### Placed cells, one colour a class, run 1

Drawn at 3 px/um. Fill, decap, tap and diode cells in grey.
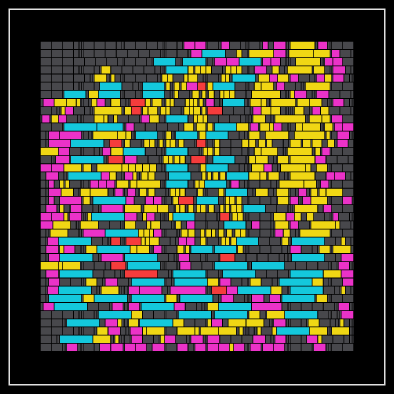
### Clock network drawn from the DEF, run 1

Drawn at 4 px/um.
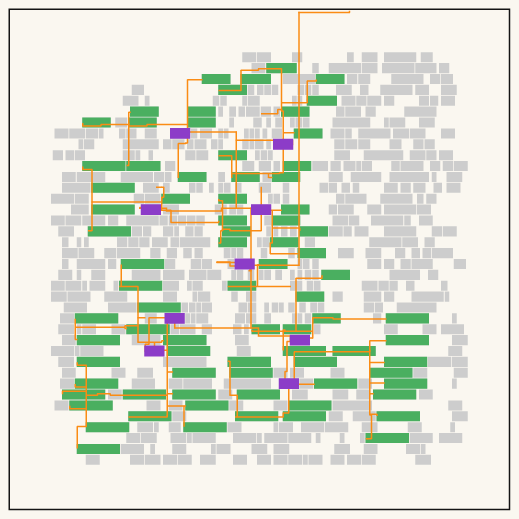
### Metal 2, run 1

Drawn at 4 px/um. Cells faint in the background.
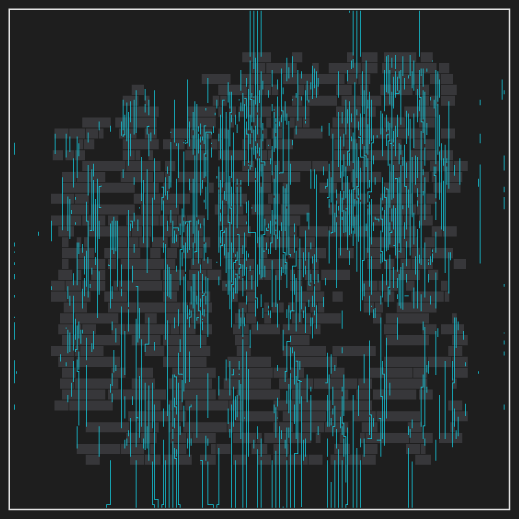
<file path="config.mk">
export PLATFORM = sky130hd
export DESIGN_NAME = regfile_wb_arbiter
export DESIGN_NICKNAME = d
export VERILOG_FILES = /design/src/rtl/regfile_pkg.sv /design/src/rtl/wb_fifo.sv /design/src/rtl/regfile_wb_arbiter.sv
export SDC_FILE = /design/constraint.sdc
export NUM_CORES = 1
export LEC_CHECK = 0
export CAP_MARGIN = 40
export CORE_MARGIN = 10
export CORE_UTILIZATION = 38
export DETAILED_ROUTE_END_ITERATION = 8
export PLACE_DENSITY_LB_ADDON = 0.15
export SLEW_MARGIN = 30
export SYNTH_ARGS = -nofsm -noshare
export SYNTH_HDL_FRONTEND = slang
export SYNTH_SLANG_ARGS = --single-unit
</file>
<file path="constraint.sdc">
create_clock -name clk -period 2.34 [get_ports clk]
set_clock_uncertainty 0.15 [all_clocks]
set_input_delay 0.468 -clock clk [delete_from_list [all_inputs] [get_ports clk]]
set_output_delay 0.468 -clock clk [all_outputs]
set_load 0.03 [all_outputs]
</file>
<file path="src/rtl/regfile_pkg.sv">
// regfile_pkg: shared constants and payload type for the register-file write path.
//   REG_ADDR_W : register address width (5 -> 32 architectural registers)
//   N_REG      : number of architectural registers, register 0 reads as zero
//   DATA_W     : default register data width
//   wb_req_t   : one write-port request {we, waddr, wdata}
//   REG_ZERO   : address of the constant-zero register
package regfile_pkg;

  localparam int unsigned REG_ADDR_W = 5;
  localparam int unsigned N_REG      = 32;
  localparam int unsigned DATA_W     = 16;

  localparam logic [REG_ADDR_W-1:0] REG_ZERO = REG_ADDR_W'(0);

  typedef struct packed {
    logic                  we;
    logic [REG_ADDR_W-1:0] waddr;
    logic [DATA_W-1:0]     wdata;
  } wb_req_t;

endpackage

</file>
<file path="src/rtl/wb_fifo.sv">
// wb_fifo: small synchronous FIFO holding multiplier results until the write port is free.
//   clk, rst  : clock, synchronous active-high reset (empties the FIFO)
//   push_i    : write din_i at the tail (ignored when full)
//   pop_i     : drop the head entry (ignored when empty)
//   din_i     : entry to push
//   full_o    : no room for another entry
//   empty_o   : no valid entry
//   head_o    : oldest entry, valid while !empty_o
// DEPTH must be a power of two so the pointers wrap naturally.
module wb_fifo #(
  parameter int unsigned WIDTH = 21,
  parameter int unsigned DEPTH = 2
) (
  input  logic             clk,
  input  logic             rst,
  input  logic             push_i,
  input  logic             pop_i,
  input  logic [WIDTH-1:0] din_i,
  output logic             full_o,
  output logic             empty_o,
  output logic [WIDTH-1:0] head_o
);

  localparam int unsigned PTR_W = (DEPTH > 1) ? $clog2(DEPTH) : 1;
  localparam int unsigned CNT_W = $clog2(DEPTH + 1);

  logic [WIDTH-1:0] mem_q [DEPTH];
  logic [PTR_W-1:0] rd_ptr_q, rd_ptr_d;
  logic [PTR_W-1:0] wr_ptr_q, wr_ptr_d;
  logic [CNT_W-1:0] count_q, count_d;
  logic             do_push;
  logic             do_pop;

  assign full_o  = (count_q == CNT_W'(DEPTH));
  assign empty_o = (count_q == '0);
  assign head_o  = mem_q[rd_ptr_q];

  assign do_push = push_i && !full_o;
  assign do_pop  = pop_i && !empty_o;

  // Pointer and occupancy next-state; simultaneous push/pop leaves count unchanged.
  always_comb begin
    rd_ptr_d = rd_ptr_q;
    wr_ptr_d = wr_ptr_q;
    count_d  = count_q;
    if (do_push) wr_ptr_d = wr_ptr_q + PTR_W'(1);
    if (do_pop)  rd_ptr_d = rd_ptr_q + PTR_W'(1);
    case ({do_push, do_pop})
      2'b10:   count_d = count_q + CNT_W'(1);
      2'b01:   count_d = count_q - CNT_W'(1);
      default: count_d = count_q;
    endcase
  end

  always_ff @(posedge clk) begin
    if (rst) begin
      rd_ptr_q <= '0;
      wr_ptr_q <= '0;
      count_q  <= '0;
    end else begin
      rd_ptr_q <= rd_ptr_d;
      wr_ptr_q <= wr_ptr_d;
      count_q  <= count_d;
    end
  end

  // Storage needs no reset; entries are only read while counted valid.
  always_ff @(posedge clk) begin
    if (do_push) mem_q[wr_ptr_q] <= din_i;
  end

endmodule

</file>
<file path="src/rtl/regfile_wb_arbiter.sv">
// regfile_wb_arbiter: shares the single register-file write port between the
// pipeline writeback (always wins) and buffered multiplier results, and keeps a
// pending scoreboard of in-flight multiplier destinations to stall decode.
//   clk, rst                  : clock, synchronous active-high reset
//   pipe_we/waddr/wdata       : pipeline writeback request
//   mu_valid/waddr/wdata      : multiplier result offer; mu_ready accepts it
//   issue_valid/issue_waddr   : multiplier op issued, marks destination pending
//   chk_raddr_1/2, chk_waddr  : decode operands checked against pending
//   stall                     : decode must hold (RAW/WAW on pending register)
//   rf_reg_write/waddr/wdata  : to register_file write port
// Optional macro WB_BYPASS_EN: a result arriving with the FIFO empty and the
// pipe not granted is written straight through in the same cycle.
module regfile_wb_arbiter
  import regfile_pkg::*;
#(
  parameter int unsigned DATA_W     = regfile_pkg::DATA_W,
  parameter int unsigned N_REG      = regfile_pkg::N_REG,
  parameter int unsigned FIFO_DEPTH = 2
) (
  input  logic                  clk,
  input  logic                  rst,
  input  logic                  pipe_we,
  input  logic [REG_ADDR_W-1:0] pipe_waddr,
  input  logic [DATA_W-1:0]     pipe_wdata,
  input  logic                  mu_valid,
  output logic                  mu_ready,
  input  logic [REG_ADDR_W-1:0] mu_waddr,
  input  logic [DATA_W-1:0]     mu_wdata,
  input  logic                  issue_valid,
  input  logic [REG_ADDR_W-1:0] issue_waddr,
  input  logic [REG_ADDR_W-1:0] chk_raddr_1,
  input  logic [REG_ADDR_W-1:0] chk_raddr_2,
  input  logic [REG_ADDR_W-1:0] chk_waddr,
  output logic                  stall,
  output logic                  rf_reg_write,
  output logic [REG_ADDR_W-1:0] rf_waddr,
  output logic [DATA_W-1:0]     rf_wdata
);

  localparam int unsigned ENTRY_W = REG_ADDR_W + DATA_W;

  logic                  pipe_grant;
  logic                  fifo_push;
  logic                  fifo_pop;
  logic                  fifo_full;
  logic                  fifo_empty;
  logic                  bypass;
  logic [ENTRY_W-1:0]    fifo_head;
  logic [REG_ADDR_W-1:0] head_waddr;
  logic [DATA_W-1:0]     head_wdata;
  logic [N_REG-1:0]      pending_q, pending_d;

  assign {head_waddr, head_wdata} = fifo_head;

  wb_fifo #(
    .WIDTH (ENTRY_W),
    .DEPTH (FIFO_DEPTH)
  ) u_fifo (
    .clk     (clk),
    .rst     (rst),
    .push_i  (fifo_push),
    .pop_i   (fifo_pop),
    .din_i   ({mu_waddr, mu_wdata}),
    .full_o  (fifo_full),
    .empty_o (fifo_empty),
    .head_o  (fifo_head)
  );

  // Write-port grant: pipe first, then FIFO head, then (optionally) a live result.
  always_comb begin
    pipe_grant   = !rst && pipe_we && (pipe_waddr != REG_ZERO);
    fifo_pop     = !rst && !pipe_grant && !fifo_empty;
`ifdef WB_BYPASS_EN
    bypass       = !rst && !pipe_grant && fifo_empty && mu_valid;
`else
    bypass       = 1'b0;
`endif
    // Readiness depends only on occupancy, never on this cycle's pop.
    mu_ready     = !rst && !fifo_full;
    fifo_push    = mu_valid && mu_ready && !bypass;
    rf_reg_write = 1'b0;
    rf_waddr     = REG_ZERO;
    rf_wdata     = '0;
    if (pipe_grant) begin
      rf_reg_write = 1'b1;
      rf_waddr     = pipe_waddr;
      rf_wdata     = pipe_wdata;
    end else if (fifo_pop) begin
      rf_reg_write = (head_waddr != REG_ZERO);
      rf_waddr     = head_waddr;
      rf_wdata     = head_wdata;
    end else if (bypass) begin
      rf_reg_write = (mu_waddr != REG_ZERO);
      rf_waddr     = mu_waddr;
      rf_wdata     = mu_wdata;
    end
  end

  // Pending scoreboard: retire clears first so a same-cycle issue wins.
  always_comb begin
    pending_d = pending_q;
    if (fifo_pop) pending_d[head_waddr] = 1'b0;
    if (bypass)   pending_d[mu_waddr]   = 1'b0;
    if (issue_valid && (issue_waddr != REG_ZERO)) pending_d[issue_waddr] = 1'b1;
    pending_d[0] = 1'b0;
  end

  always_ff @(posedge clk) begin
    if (rst) pending_q <= '0;
    else     pending_q <= pending_d;
  end

  // Stall reads registered pending only, so no path from the mu_* inputs.
  assign stall = !rst && (pending_q[chk_raddr_1] | pending_q[chk_raddr_2] |
                          pending_q[chk_waddr]);

endmodule

</file>
==> flow_summary.json, run 1 <==
{
  "run_status": "finished, violations left",
  "failed_checks": "negative setup slack",
  "tapcell.inserted": 140,
  "share_of_post_route_cells_with_drive_strength_above_1": 0.350,
  "synthXorXnorAreaFrac": 0.00631,
  "place_ws_ns": -0.831,
  "maxCapViolCount": 0,
  "clk_pin_slew_worst_setup_hold_paths_ns": 0.09,
  "pin_count_of_the_biggest_net_entering_global_routing": 36,
  "post_synth_num_cell_types": 49,
  "wl_per_instance_um": 18.5,
  "cts_tree": "built",
  "report.final.setup_viol": 22,
  "worstSetupPathType": "flop to output pin",
  "synth_chip_area_um2": 4170,
  "grt_pass1_wl_um": 20500,
  "number_of_flops_mapped_to_enable_cells_by_yosys": 42,
  "detail_route.iter0.violations": 228,
  "post_synth_main_area_contributors": "edfxtp_1, dfxtp_1, mux4_2, mux2i_1, o21ai_0",
  "critPathLaunchType": "flop",
  "cts_setup_buffers": 3,
  "hold-worst-slack_ns": 0.327,
  "worstMarginPinSlew_ns": 0.535,
  "route.detailed.drc": 0,
  "yosysCellCount": 406,
  "hold_path_class": "flop to flop",
  "design.final.nets": 620,
  "total_leakage_power_nw": 2.31,
  "floorplan_nets": 474,
  "post-synth-top-area-fraction": 0.303,
  "timing.critical_path.required_ns": 1.72,
  "detailed_place.area_um2": 5860,
  "seqCellArea_um2": 1990,
  "die-width_um": 125,
  "simple_gate_area_frac": 0.147,
  "synth.logic.top_family": "multiplexers",
  "worst-r2r-setup-slack_ns": 0.30,
  "slew_violations": 0,
  "async_flop_share": 0,
  "place.port_buffers": 90,
  "vdd_ir_drop_max_v": 0.000293,
  "dpl.hpwl_um": 9650,
  "powerDensity_nw_per_um2": 539,
  "final_cell_mix": "nand2_1, clkdlybuf4s50_1, buf_4, edfxtp_1",
  "final.setup.worst_slack_ns": -0.405,
  "design.seq.count": 78,
  "critical_register_to_register_path_endpoint": "u_fifo.count_q[1]$_SDFFE_PP0P_",
  "rr_startpoint": "u_fifo.count_q[1]$_SDFFE_PP0P_",
  "layout.area.comb_um2": 2540
}
About 'Placed cells, one colour a class':
| colour | class | cells | share of their area |
|---|---|---|---|
| magenta | other buffers and delay cells | 157 | 25% |
| yellow | all other logic | 306 | 40% |
| red | clock drivers and dummy loads | 16 | 3.3% |
| cyan | flops | 78 | 31% |
final core utilization: 0.604
Site Rows: 38
area of all placed cells without fillers: 6520 um^2
standard cell core area: 10,800 um^2
proportion of cell area occupied by registers: 0.305

About 'Clock network drawn from the DEF':
[purple] cells driving clock nets | count: 9
[orange] clock wires | length: 956 um
[green] flip-flops | count: 78
routed clock nets: 10
clock latency reported for the late side of the worst-skew pair: 0.35 ns
P_clk: 1.06 mW

About 'Metal 2':
wire length on this layer: 6,050 um
main direction: vertical
Total Wirelength: 12,900 um
met2 GRT Util: 0.259
Vias: 3,803

-- run 1: report_power, final --
part | switching (mW) | internal (mW)
clock | 0.545 | 0.515
combinational | 0.462 | 0.458
sequential | 0.0380 | 1.49
-- run 1: critical path, cell delays in order (launching register included) --
cell and delay (ns):
dfxtp_1 0.48, mux4_2 0.28, nor2b_1 0.04, or4_1 0.47, and3_4 0.17, a41oi_4 0.17
buf_6 0.16
-- run 1: how the worst max path moves through the flow --
stage / from / to / slack [ns]
floorplan: pipe_waddr[0] / rf_waddr[4] / -0.16
detailed placement: chk_raddr_2[1] / stall / -0.83
global route: pending_q[10]$_SDFF_PP0_ / stall / -0.46
CTS: pending_q[14]$_SDFF_PP0_ / stall / -0.40
finish: pending_q[2]$_SDFF_PP0_ / stall / -0.41
global placement: chk_raddr_2[2] / stall / -0.84
-- run 1: cell usage after synthesis (9+ instances only) --
cell type,count
a21oi_1,35
clkbuf_1,9
dfxtp_1,36
edfxtp_1,42
mux2_2,12
mux2i_1,29
mux4_2,13
nand2_1,55
nand2b_1,9
nor2_1,15
nor2b_1,14
o21ai_0,52
-- run 1: flip-flops by register name (all words and copies together), names as in the netlist, named ones only --
| register | cells |
|---|---|
| u_fifo.rd_ptr_q | 1 |
| u_fifo.count_q | 2 |
| pending_q | 31 |
| u_fifo.mem_q | 42 |
| u_fifo.wr_ptr_q | 1 |
-- run 1: per-layer routing --
metal | wire length (um) | track usage | vias up | share of wire
met5 | 0 | 0 | - | 0
met4 | 374 | 0.0685 | 0 | 0.029
met3 | 874 | 0.0426 | 24 | 0.068
met2 | 6050 | 0.259 | 142 | 0.47
met1 | 5580 | 0.200 | 1812 | 0.43
li1 | - | - | 1825 | -
--- run 2 (diff from run 1) ---
--- a/config.mk
+++ b/config.mk
@@ -5,11 +5,13 @@
 export SDC_FILE = /design/constraint.sdc
 export NUM_CORES = 1
 export LEC_CHECK = 0
+export ABC_CLOCK_PERIOD_IN_PS = 2340
 export CAP_MARGIN = 40
 export CORE_MARGIN = 10
 export CORE_UTILIZATION = 38
 export DETAILED_ROUTE_END_ITERATION = 8
 export PLACE_DENSITY_LB_ADDON = 0.15
+export SETUP_SLACK_MARGIN = 0.02
 export SLEW_MARGIN = 30
 export SYNTH_ARGS = -nofsm -noshare
 export SYNTH_HDL_FRONTEND = slang
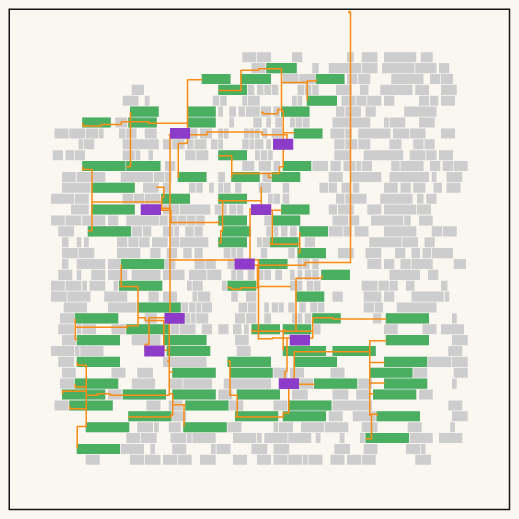
*Clock network drawn from the DEF, run 2*
Drawn at 4 px/um.
[purple] cells driving clock nets | count: 9
[orange] clock wires | length: 935 um
[green] flip-flops | count: 78
routed clock nets: 10
portion of total power attributed to the clock network: 0.300

==> flow_summary.json, run 2 <==
{
  "number_of_flops_mapped_to_enable_cells_by_yosys": 42,
  "pin_count_of_the_biggest_net_entering_global_routing": 36,
  "largest_register_ff_count": 42,
  "failed_checks": "negative setup slack",
  "post-synth-top-area-fraction": 0.303,
  "dpl.hpwl_um": 9650,
  "timing.critical_path.slowest_cell_delay_ns": 0.48,
  "detail_route.iter0.violations": 203,
  "post_synth_num_cell_types": 49,
  "final.setup.worst_slack_ns": -0.402,
  "chain_of_cells_forming_the_critical_path": "mux4_2, nor2b_1, or4_1, and3_4, a41oi_4, buf_6",
  "synth.cells.most_frequent": "nand2_1, o21ai_0, edfxtp_1",
  "design.final.nets": 623,
  "num_vias": 3793,
  "async_flop_share": 0,
  "worstSetupPathType": "flop to output pin",
  "post_synth_main_area_contributors": "edfxtp_1, dfxtp_1, mux4_2, mux2i_1, o21ai_0",
  "synthXorXnorAreaFrac": 0.00631,
  "report.final.setup_viol": 22,
  "slew_violations": 0,
  "worst_path_max_delay_cell": "dfxtp_1",
  "register_with_the_most_flip_flops": "u_fifo.mem_q",
  "clock_latency_reported_for_the_late_side_of_the_worst_skew_pair_ns": 0.35,
  "hold_path_class": "flop to flop",
  "synth_chip_area_um2": 4170,
  "route.detailed.drc": 0,
  "run_status": "finished, violations left"
}
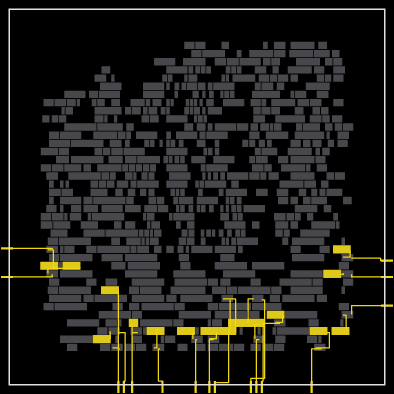
*Nets reached from selected ports, run 2*
Drawn at 3 px/um.
| colour | port | direction | end cells | buffers | wire |
|---|---|---|---|---|---|
| yellow | rf_wdata | output | 16 | 16 | 401 um |
number of I/O port buffers: 90
boundary pin count: 91

==> run 2: cell counts after synthesis <==
Identical to the previous run, type by type.
==> run 2: final timing paths <==
path / from / to / slack [ns] / cells past startpoint
max: pending_q[2]$_SDFF_PP0_ / stall / -0.40 / 6
min: u_fifo.rd_ptr_q$_SDFFE_PP0P_ / u_fifo.rd_ptr_q$_SDFFE_PP0P_ / 0.33 / 1
max reg2reg: flop / pending_q[8]$_SDFF_PP0_ / 0.36 / 7
min reg2reg: u_fifo.rd_ptr_q$_SDFFE_PP0P_ / u_fifo.rd_ptr_q$_SDFFE_PP0P_ / 0.33 / 1
==> run 2: power breakdown <==
part           internal (mW)  switching [mW]
combinational          0.473           0.468
sequential              1.49          0.0377
clock                  0.515           0.545
==> run 2: cell type report <==
type                            count  area, um^2
Multi-Input combinational cell    299        2550
Clock inverter                      7        83.8
Timing Repair Buffer              160        1610
Clock buffer                        9         124
Tap cell                          140         175
Inverter                            7        28.8
Sequential cell                    78        1990
Fill cell                         881        4240
==> run 2: layer usage <==
layer,GRT usage,routed length [um]
met5,0,0
met4,0.0624,365
met3,0.0426,677
met2,0.265,6240
met1,0.200,5640
==> run 2: metrics by stage <==
| stage | utilization | hold slack (ns) | cell area [um^2] | setup WS, ns | cells |
|---|---|---|---|---|---|
| after floorplan | - | 0.291 | 4450 | -0.157 | 406 |
| after global placement | 0.543 | 0.305 | 5860 | -0.840 | 673 |
| after detailed placement | 0.543 | 0.318 | 5860 | -0.831 | 673 |
| after CTS | 0.594 | 0.332 | 6410 | -0.401 | 697 |
| after global routing | 0.608 | 0.347 | 6560 | -0.457 | 700 |
| final | 0.608 | 0.326 | 6560 | -0.402 | 700 |
No activity file was given, so power comes from the tool's default toggle rates.
